==> images/metal_stack.png <==
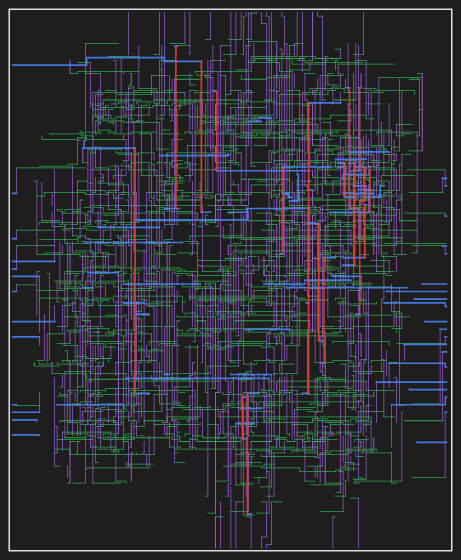
==> images/wire_density.png <==
16 x 19 tiles, from black (low) to pale yellow (high), scaled to the fullest tile. Values are wire area over tile area, all layers added.
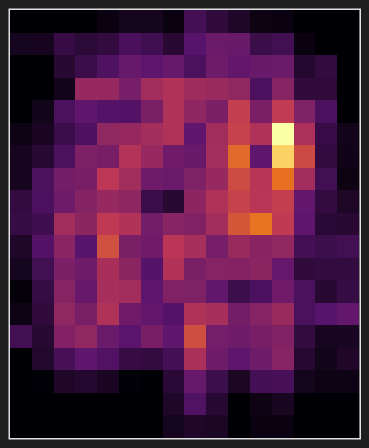
==> images/met1.png <==
Supply wires on this layer in gray.
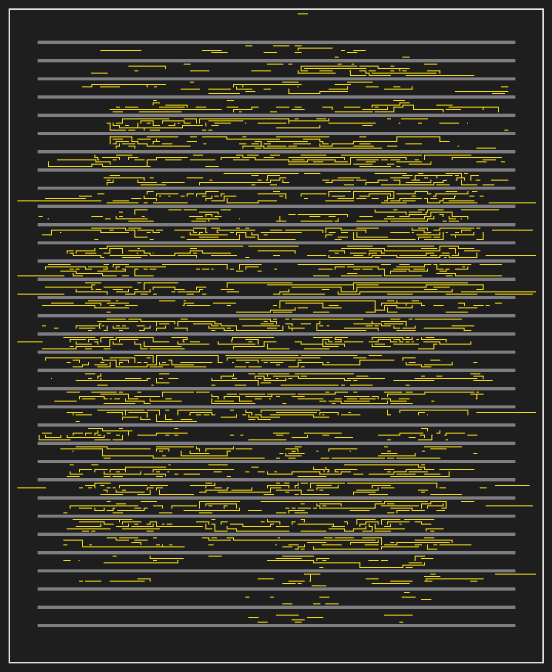
## config.mk

```make
export PLATFORM = sky130hd
export DESIGN_NAME = count_refresh_sink
export DESIGN_NICKNAME = d
export VERILOG_FILES = /design/src/rtl/count_refresh_sink.sv
export SDC_FILE = /design/constraint.sdc
export NUM_CORES = 1
export LEC_CHECK = 0
export ABC_AREA = 1
export CAP_MARGIN = 20
export CORE_ASPECT_RATIO = 1.25
export CORE_MARGIN = 4
export CORE_UTILIZATION = 51
export CTS_CLUSTER_SIZE = 20
export DETAILED_ROUTE_END_ITERATION = 12
export PLACE_DENSITY = 0.86
export SETUP_SLACK_MARGIN = 0.15
export SLEW_MARGIN = 20
export SYNTH_ARGS = -nofsm -noshare
export SYNTH_HDL_FRONTEND = slang
export SYNTH_SLANG_ARGS = --single-unit
export TNS_END_PERCENT = 10
```

## constraint.sdc

```tcl
create_clock -name clk -period 1.85 [get_ports clk]
set_input_delay 0.37 -clock clk [delete_from_list [all_inputs] [get_ports clk]]
set_output_delay 0.37 -clock clk [all_outputs]
set_load 0.02 [all_outputs]
```

## src/rtl/count_refresh_sink.sv

```systemverilog
// count_refresh_sink: BCD counter with one-digit-per-cycle carry engine,
// refresh latch and serial display shifter.
module count_refresh_sink #(
  parameter int DIGITS    = 6,
  parameter int SHIFT_DIV = 4
) (
  input  logic                  clk,
  input  logic                  reset,
  input  logic                  inc_clk,
  input  logic [DIGITS-1:0]     inc_sel,
  input  logic                  ref_clk,
  output logic [4*DIGITS-1:0]   count_value,
  output logic [4*DIGITS-1:0]   display_value,
  output logic                  busy,
  output logic                  overflow,
  output logic                  ser_data,
  output logic                  ser_clk,
  output logic                  ser_latch
);
  localparam int W  = 4 * DIGITS;
  localparam int BW = $clog2(W);
  localparam int DW = $clog2(2 * SHIFT_DIV);

  typedef enum logic [1:0] {
    S_IDLE,
    S_SHIFT,
    S_LATCH
  } state_t;

  logic [W-1:0]      d_q, d_d;
  logic [W-1:0]      disp_q, disp_d;
  logic [DIGITS-1:0] p_q, p_d;
  logic [DIGITS-1:0] h_q, h_d;
  logic [DIGITS:0]   p_ext;
  logic              busy_q, busy_d;
  logic              ovf_q, ovf_d;
  logic              rp_q, rp_d;
  logic              found;
  state_t            state_q, state_d;
  logic [BW-1:0]     bit_q;
  logic [DW-1:0]     div_q;
  logic              start;
  logic              div_end;
  logic              last_bit;

  // Highest pending digit first, so a carry always lands on a clear bit.
  always_comb begin
    d_d   = d_q;
    h_d   = h_q;
    p_ext = {1'b0, p_q};
    found = 1'b0;
    if (p_q != '0) begin
      for (int i = DIGITS - 1; i >= 0; i--) begin
        if (p_q[i] && !found) begin
          found    = 1'b1;
          p_ext[i] = 1'b0;
          if (d_q[4*i +: 4] == 4'd9) begin
            d_d[4*i +: 4] = 4'd0;
            p_ext[i+1]    = 1'b1;
          end else begin
            d_d[4*i +: 4] = d_q[4*i +: 4] + 4'd1;
          end
        end
      end
    end else if (h_q != '0) begin
      p_ext = {1'b0, h_q};
      h_d   = '0;
    end
    ovf_d = ovf_q | p_ext[DIGITS];
    p_d   = p_ext[DIGITS-1:0];
    if (inc_clk) begin
      if (p_q == '0 && h_q == '0) begin
        p_d = inc_sel;
      end else begin
        h_d = h_d | inc_sel;
      end
    end
    busy_d = (p_d != '0) || (h_d != '0);
  end

  assign start  = (ref_clk || rp_q) && !busy_q && (state_q == S_IDLE);
  assign rp_d   = start ? 1'b0 : (ref_clk ? 1'b1 : rp_q);
  assign disp_d = start ? d_q : disp_q;

  always_ff @(posedge clk) begin
    if (reset) begin
      d_q     <= '0;
      p_q     <= '0;
      h_q     <= '0;
      busy_q  <= 1'b0;
      ovf_q   <= 1'b0;
      rp_q    <= 1'b0;
      disp_q  <= '0;
      state_q <= S_IDLE;
    end else begin
      d_q     <= d_d;
      p_q     <= p_d;
      h_q     <= h_d;
      busy_q  <= busy_d;
      ovf_q   <= ovf_d;
      rp_q    <= rp_d;
      disp_q  <= disp_d;
      state_q <= state_d;
    end
  end

  assign div_end  = div_q == DW'(2 * SHIFT_DIV - 1);
  assign last_bit = bit_q == '0;

  always_comb begin
    state_d = state_q;
    unique case (state_q)
      S_IDLE:  if (start) state_d = S_SHIFT;
      S_SHIFT: if (div_end && last_bit) state_d = S_LATCH;
      S_LATCH: state_d = S_IDLE;
      default: state_d = S_IDLE;
    endcase
  end

  always_ff @(posedge clk) begin
    if (reset || state_q != S_SHIFT) begin
      bit_q <= BW'(W - 1);
      div_q <= '0;
    end else if (div_end) begin
      bit_q <= bit_q - 1'b1;
      div_q <= '0;
    end else begin
      div_q <= div_q + 1'b1;
    end
  end

  always_comb begin
    ser_data  = 1'b0;
    ser_clk   = 1'b0;
    ser_latch = 1'b0;
    unique case (state_q)
      S_SHIFT: begin
        ser_data = disp_q[bit_q];
        ser_clk  = div_q >= DW'(SHIFT_DIV);
      end
      S_LATCH: ser_latch = 1'b1;
      default: ;
    endcase
  end

  assign count_value   = d_q;
  assign display_value = disp_q;
  assign busy          = busy_q;
  assign overflow      = ovf_q;
endmodule

```

==> CHANGELOG.md <==
### Implementation results

- Placed cell areas: 4330 sq um
- Max Fanout on Critical Path: 4
- CTS Buffer Depth: 2
- Failing checks: negative setup slack
- Clk sinks: 73
- Mean Syn Cell Area: 6.88 sq um
- Final setup margin: -0.192 ns
- Congestion Overflow GR: 0
- Number of fill cells in the layout: 473
- Power per cell area: 930 nW/um^2
- Final Hold Slack: 0.435 ns
- YS warnings: 0
- Syn-to-layout area delta: 40.3%
- Num CTS Buffers: 9
- Layout cells sized above 1: 19.2%
- Top cell excl fill/tap: nand2_1
- Basic Gates by Area: 28.4%
- Mux frac, synth: 0%
- Num ports: 63
- Final setup violation count: 1
- Setup TNS: -0.192 ns
- Htree depth: 3
- Worst Reg-to-Reg Cells: 10
- Worst-path clk slew: 0.08 ns
- Crit Path Class: flop to output pin
- Synthesized netlist cell count: 473
- Met3 WL post-DR: 516 um
- Routed wl met2: 5220 um
- Dominant kind of combinational cell: simple AND/OR/NAND/NOR gates
- Outcome: finished, violations left
- Routed Antenna Nets: 0
- Busiest grt layer: met2
Notes on metal_stack.png above:
[red] met4 | wire length: 359 um
[blue] met3 | wire length: 517 um
[purple] met2 | wire length: 5220 um
[green] met1 | wire length: 3760 um
DR WL/cell: 14.6 um
WL final: 9860 um
Vias: 3574
GRT Total Usage: 26.0%

Notes on wire_density.png above:
fullest tile: 0.90
densest ninth of the die: middle
mean over tiles: 0.21
tiles over half the peak: 5.6%
nearly empty tiles: 15%

Notes on met1.png above:
nets with wire on the layer: 558
longest straight run: 21.2 um
met1 Usage GRT: 28.9%

-- Yosys cell counts --
master     n  area, sq um
o32ai_1    2         17.5
o21a_1     1         7.51
nor3_1    16         80.1
o21ai_0   41          205
o211ai_1   2         15.0
inv_1     76          285
nand2_1   93          349
nand3_2    1         10.0
nand4_1    5         31.3
nand3b_1   1         7.51
a31oi_1    2         12.5
nor4_2     1         12.5
o22ai_1   12         75.1
buf_1      2         7.51
nor4_1     2         12.5
nand2_2    2         12.5
buf_6      1         11.3
buf_2      3         15.0
clkinv_1   1         3.75
nand3_1   23          115
o21ai_1    2         10.0
nor2_4     2         22.5
nor2_1    69          259
ha_1       3         37.5
clkbuf_1   8         30.0
dfxtp_1   73         1460
nor2_2     2         12.5
a21oi_1   27          135
-- final timing paths --
| kind | from | to | slack (ns) |
|---|---|---|---|
| max | bit_q[1] | ser_data | -0.19 |
| min | div_q[0] | div_q[0] | 0.44 |
| max reg2reg | p_q[1] | busy | 0.26 |
| min reg2reg | div_q[0] | div_q[0] | 0.44 |
-- worst register-to-register path, delay by kind of cell, from the launching register on --
kind	cells	cell delay, ns
buffers and inverters	1	0.03
DFF	1	0.36
and+or+nand+nor	9	1.12
-- final cells by class --
cell class,instances,share of cell area (%)
Multi-Input combinational cell,309,33.6
Timing Repair Buffer,116,21.4
Clock inverter,3,0.932
Inverter,77,6.55
Sequential cell,73,32.2
Tap cell,85,2.33
Clock buffer,12,2.96
-- registers in the layout, indices dropped and copies added (netlist names) --
| signal | flops |
|---|---|
| state_q | 2 |
| rp_q | 1 |
| div_q | 3 |
| bit_q | 5 |
| overflow | 1 |
| p_q | 6 |
| display_value | 24 |
| count_value | 24 |
| busy | 1 |
| h_q | 6 |
-- where the power goes --
part           internal, mW  switching [mW]
registers              1.69           0.118
clock network         0.615           0.591
logic                 0.458           0.777
Power figures rest on the tool's default switching activity, not on a simulated workload.
